==> config.mk <==
export PLATFORM = sky130hd
export DESIGN_NAME = tomasulo_rs
export DESIGN_NICKNAME = d
export VERILOG_FILES = /design/src/rtl/tomasulo_rs.sv
export SDC_FILE = /design/constraint.sdc
export NUM_CORES = 2
export LEC_CHECK = 0
export CAP_MARGIN = 25
export CORE_MARGIN = 3
export CORE_UTILIZATION = 55
export CTS_CLUSTER_DIAMETER = 30
export DETAILED_ROUTE_END_ITERATION = 6
export GPL_TIMING_DRIVEN = 1
export MAX_ROUTING_LAYER = met4
export PLACE_DENSITY = 0.74
export SLEW_MARGIN = 20
export SYNTH_ARGS = -nofsm -noshare
export SYNTH_HDL_FRONTEND = slang
export SYNTH_SLANG_ARGS = --single-unit
==> constraint.sdc <==
create_clock -name clk -period 45.7 [get_ports clk]
set_clock_uncertainty 0.2 [all_clocks]
set_input_delay 9.14 -clock clk [delete_from_list [all_inputs] [get_ports clk]]
set_output_delay 9.14 -clock clk [all_outputs]
set_load 0.01 [all_outputs]
==> src/rtl/tomasulo_rs.sv <==
// Reservation station: holds renamed instructions until both operands arrive,
// snoops the CDB for results, and issues the oldest ready entry.
module tomasulo_rs #(
  parameter int NUM_ENTRIES = 8,
  parameter int DATA_W      = 32,
  parameter int INSN_W      = 32,
  parameter int TAG_W       = 4
) (
  input  logic                               clk,
  input  logic                               reset,
  input  logic                               flush,
  input  logic                               alloc_valid,
  output logic                               alloc_ready,
  input  logic [INSN_W-1:0]                  alloc_insn,
  input  logic [TAG_W-1:0]                   alloc_dst_tag,
  input  logic [DATA_W-1:0]                  alloc_src1_val,
  input  logic [TAG_W-1:0]                   alloc_src1_tag,
  input  logic                               alloc_src1_rdy,
  input  logic [DATA_W-1:0]                  alloc_src2_val,
  input  logic [TAG_W-1:0]                   alloc_src2_tag,
  input  logic                               alloc_src2_rdy,
  input  logic                               cdb_valid,
  input  logic [TAG_W-1:0]                   cdb_tag,
  input  logic [DATA_W-1:0]                  cdb_data,
  output logic                               issue_valid,
  input  logic                               issue_ready,
  output logic [INSN_W-1:0]                  issue_insn,
  output logic [TAG_W-1:0]                   issue_dst_tag,
  output logic [DATA_W-1:0]                  issue_src1,
  output logic [DATA_W-1:0]                  issue_src2,
  output logic [$clog2(NUM_ENTRIES+1)-1:0]   free_count
);
  localparam int IDX_W = $clog2(NUM_ENTRIES);
  localparam int CNT_W = $clog2(NUM_ENTRIES + 1);

  typedef struct packed {
    logic              valid;
    logic [INSN_W-1:0] insn;
    logic [TAG_W-1:0]  dst_tag;
    logic              s1_rdy;
    logic [TAG_W-1:0]  s1_tag;
    logic [DATA_W-1:0] s1_val;
    logic              s2_rdy;
    logic [TAG_W-1:0]  s2_tag;
    logic [DATA_W-1:0] s2_val;
    logic [IDX_W-1:0]  age;
  } entry_t;

  entry_t             entry_q [NUM_ENTRIES];
  entry_t             entry_d [NUM_ENTRIES];
  logic               lock_q, lock_d;
  logic [IDX_W-1:0]   lock_idx_q, lock_idx_d;

  logic [CNT_W-1:0]   free_cnt;
  logic [IDX_W-1:0]   alloc_idx;
  logic               alloc_found;
  logic               any_elig;
  logic [IDX_W-1:0]   oldest_idx;
  logic [IDX_W-1:0]   oldest_age;
  logic [IDX_W-1:0]   sel_idx;
  logic [IDX_W-1:0]   issued_age;
  logic               do_alloc;
  logic               do_issue;

  // Free-slot count, lowest free index, and oldest eligible entry.
  // NOTE: every always_comb output gets a default first so no path infers a latch.
  always_comb begin
    free_cnt    = '0;
    alloc_idx   = '0;
    alloc_found = 1'b0;
    any_elig    = 1'b0;
    oldest_idx  = '0;
    oldest_age  = '0;
    for (int i = 0; i < NUM_ENTRIES; i++) begin
      if (!entry_q[i].valid) begin
        free_cnt = free_cnt + CNT_W'(1);
        if (!alloc_found) begin
          alloc_idx   = IDX_W'(i);
          alloc_found = 1'b1;
        end
      end else if (entry_q[i].s1_rdy && entry_q[i].s2_rdy &&
                   (!any_elig || entry_q[i].age > oldest_age)) begin
        any_elig   = 1'b1;
        oldest_idx = IDX_W'(i);
        oldest_age = entry_q[i].age;
      end
    end
  end

  assign free_count  = free_cnt;
  assign alloc_ready = (free_cnt != '0) && !flush;
  // A stalled presentation stays on its entry; the lock guarantees it is still eligible.
  assign sel_idx     = lock_q ? lock_idx_q : oldest_idx;
  assign issue_valid = !flush && (lock_q || any_elig);
  assign do_alloc    = alloc_valid && alloc_ready;
  assign do_issue    = issue_valid && issue_ready;
  assign issued_age  = entry_q[sel_idx].age;

  assign issue_insn    = issue_valid ? entry_q[sel_idx].insn    : '0;
  assign issue_dst_tag = issue_valid ? entry_q[sel_idx].dst_tag : '0;
  assign issue_src1    = issue_valid ? entry_q[sel_idx].s1_val  : '0;
  assign issue_src2    = issue_valid ? entry_q[sel_idx].s2_val  : '0;

  always_comb begin
    for (int i = 0; i < NUM_ENTRIES; i++) begin
      entry_d[i] = entry_q[i];
      if (entry_q[i].valid) begin
        if (cdb_valid && !entry_q[i].s1_rdy && entry_q[i].s1_tag == cdb_tag) begin
          entry_d[i].s1_rdy = 1'b1;
          entry_d[i].s1_val = cdb_data;
        end
        if (cdb_valid && !entry_q[i].s2_rdy && entry_q[i].s2_tag == cdb_tag) begin
          entry_d[i].s2_rdy = 1'b1;
          entry_d[i].s2_val = cdb_data;
        end
        // Ages stay a dense 0..count-1 range: entries older than the issued one
        // close the gap, so the oldest age never exceeds NUM_ENTRIES-1.
        entry_d[i].age = entry_q[i].age + IDX_W'(do_alloc)
                       - IDX_W'(do_issue && entry_q[i].age > issued_age);
      end
      if (do_issue && sel_idx == IDX_W'(i)) entry_d[i].valid = 1'b0;
    end

    if (do_alloc) begin
      entry_d[alloc_idx].valid   = 1'b1;
      entry_d[alloc_idx].insn    = alloc_insn;
      entry_d[alloc_idx].dst_tag = alloc_dst_tag;
      entry_d[alloc_idx].s1_tag  = alloc_src1_tag;
      entry_d[alloc_idx].s2_tag  = alloc_src2_tag;
      entry_d[alloc_idx].age     = '0;
      if (!alloc_src1_rdy && cdb_valid && alloc_src1_tag == cdb_tag) begin
        entry_d[alloc_idx].s1_rdy = 1'b1;
        entry_d[alloc_idx].s1_val = cdb_data;
      end else begin
        entry_d[alloc_idx].s1_rdy = alloc_src1_rdy;
        entry_d[alloc_idx].s1_val = alloc_src1_val;
      end
      if (!alloc_src2_rdy && cdb_valid && alloc_src2_tag == cdb_tag) begin
        entry_d[alloc_idx].s2_rdy = 1'b1;
        entry_d[alloc_idx].s2_val = cdb_data;
      end else begin
        entry_d[alloc_idx].s2_rdy = alloc_src2_rdy;
        entry_d[alloc_idx].s2_val = alloc_src2_val;
      end
    end

    lock_d     = issue_valid && !issue_ready;
    lock_idx_d = sel_idx;

    if (flush) begin
      for (int i = 0; i < NUM_ENTRIES; i++) entry_d[i].valid = 1'b0;
      lock_d = 1'b0;
    end
  end

  // NOTE: the whole entry array is reset, not just the valid bits; it is small,
  // and it keeps every stored field at a known value after reset.
  // NOTE: state registers use non-blocking assignments so all flops update together.
  always_ff @(posedge clk or posedge reset) begin
    if (reset) begin
      entry_q    <= '{default: '0};
      lock_q     <= 1'b0;
      lock_idx_q <= '0;
    end else begin
      entry_q    <= entry_d;
      lock_q     <= lock_d;
      lock_idx_q <= lock_idx_d;
    end
  end
endmodule

layers.png
(1 px per um)
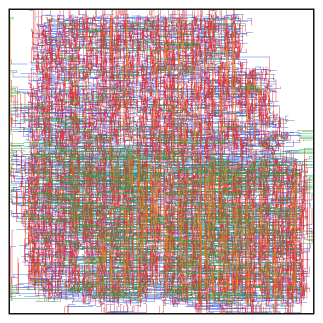
- green: M3 (wire length 27.9 mm)
- blue: M1 (wire length 68.7 mm)
- orange: M4 (wire length 8810 um)
- red: M2 (wire length 80.3 mm)

m3.png
(1 px per um)
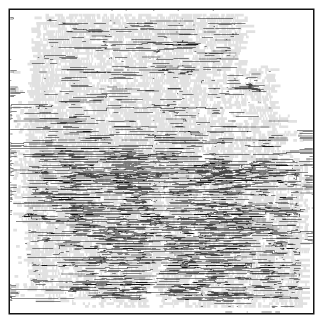
- share of all routed wire: 15%
- longest straight run: 135 um
- nets with wire on the layer: 656
- main direction: horizontal

==> reports/qor.tcl <==
set qor(count_of_mapped_cells_out_of_synthesis) 6102
set qor(lay_top_cells) {1481 x nand2_1, 916 x dfrtp_1, 763 x nor2_1}
set qor(fin_crit_sh_pct) 53.26
set qor(status) {complete, but fails checks}
set qor(num_cts_buffers) 188
set qor(first_global_vias) 47200
set qor(drt_drc_violations_left) 13
set qor(synthToLayoutAreaGrowth_pct) 20.82
set qor(core_um2) 87160
set qor(antenna_violating_nets_post_route) 0
set qor(r2r_setup_slack_ns) 30.89
set qor(hold_depth) 2
set qor(fa_ha_area_share_pct) 1.902
set qor(timing.reg2reg.worst_path_depth) 59
set qor(failed_checks) {DRC}
set qor(design_area_um2) 58650
set qor(synth.net_count) 6323
set qor(ys_sh_simple_pct) 26.78
set qor(cts_hold_buffers) 0
set qor(max_cap_viol_count) 0
set qor(postSynth.asyncResetShare_pct) 100.0
set qor(post_dp_cell_area_um2) 51500
set qor(grt_use_total_pct) 41.08
set qor(num-nets-final) 6308
set qor(power.density_nw_per_um2) 56.73
set qor(r2r_start) {entry_q[911]$_DFF_PP0_}
set qor(placed_instance_count) 7045
set qor(num_rows) 108
set qor(numPortBuffers) 257
set qor(ctsHtreeMaxLevel) 4
set qor(startpoint) {entry_q[911]$_DFF_PP0_}
set qor(worstPathArrival_ns) 15.00
set qor(seq_area_frac_synth_pct) 47.22
set qor(crit_path_start_kind) {register}
set qor(min-delay-path-class) {register to register}
set qor(worst_slew_pin_slew_ns) 1.139
set qor(synthesized_area_fraction_occupied_by_xor_and_xnor_cells_pct) 1.910
set qor(clkSlewWorstSetupHoldPaths_ns) 0.05
clock_wires.png
(1 px per um)
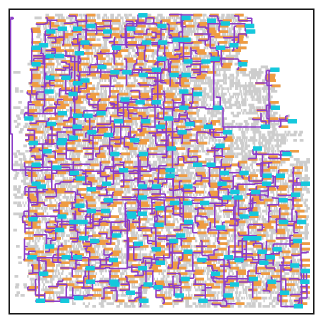
- purple: clock wires (length 13300 um)
- cyan: clock-net drivers (count 188)
- orange: flip-flops (count 916)
- flops lie: spread over the die

ff_map.png
(1 px per um) Other sequential cells in the stronger grey, the rest of the logic in the fainter grey.
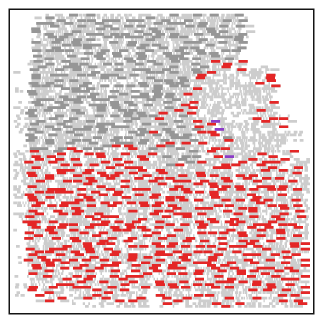
- red: entry_q (sequential cells 560)
- purple: lock_idx_q (sequential cells 3)

## worst max-delay path, delay by kind of cell (launching register included)
family	cells	cell delay, ns
compound gates	20	4.82
buf+inv	6	3.14
fa+ha+maj	7	2.06
simple gates	9	1.91
mux	5	1.68
flops	1	0.45
## per-layer routing
layer | vias up | GRT usage [%] | wire length (um)
li1 | 20690 | - | -
met1 | 23340 | 52.87 | 68710
met2 | 3826 | 57.18 | 80310
met3 | 722 | 14.79 | 27890
met4 | 0 | 20.47 | 8810
met5 | - | - | 0
## power by group through the flow
stage                     clock (uW)  combinational, uW  sequential (uW)
after global routing            1520                911             1020
after floorplan                    0                557             1010
after global placement             0                780             1020
after detailed placement           0                803             1020
final                           1480                837             1010
after CTS                       1480                813             1010
## cell type report
class	count	area, um^2
fillers	6857	28510
diodes	25	62.56
well taps	1155	1445
clock buffers	243	5181
multi-input cells	4397	22900
clock inverters	108	1724
inverters	221	857.1
flip-flops and latches	916	22920
repair buffers	363	3551
## cell usage after synthesis (17+ instances only)
cell,count,area (um^2)
ha_1,61,763.2
nor4_1,25,156.4
xnor2_1,71,621.9
nand2b_1,22,137.6
a31oi_1,69,431.7
dfrtp_1,916,22920
a21oi_1,216,1081
inv_1,218,818.3
nand2_1,1481,5559
buf_1,97,364.1
o21ai_0,172,860.8
nand3_1,373,1867
xor2_1,27,236.5
a211oi_1,84,630.6
nor3_1,402,2012
nor2_1,769,2887
clkbuf_1,446,1674
a221oi_1,124,1086
a311oi_1,72,630.6
buf_2,17,85.08
o22ai_1,196,1226
mux2i_1,21,210.2
mux2_2,100,1126
No activity file was given, so power comes from the tool's default toggle rates.
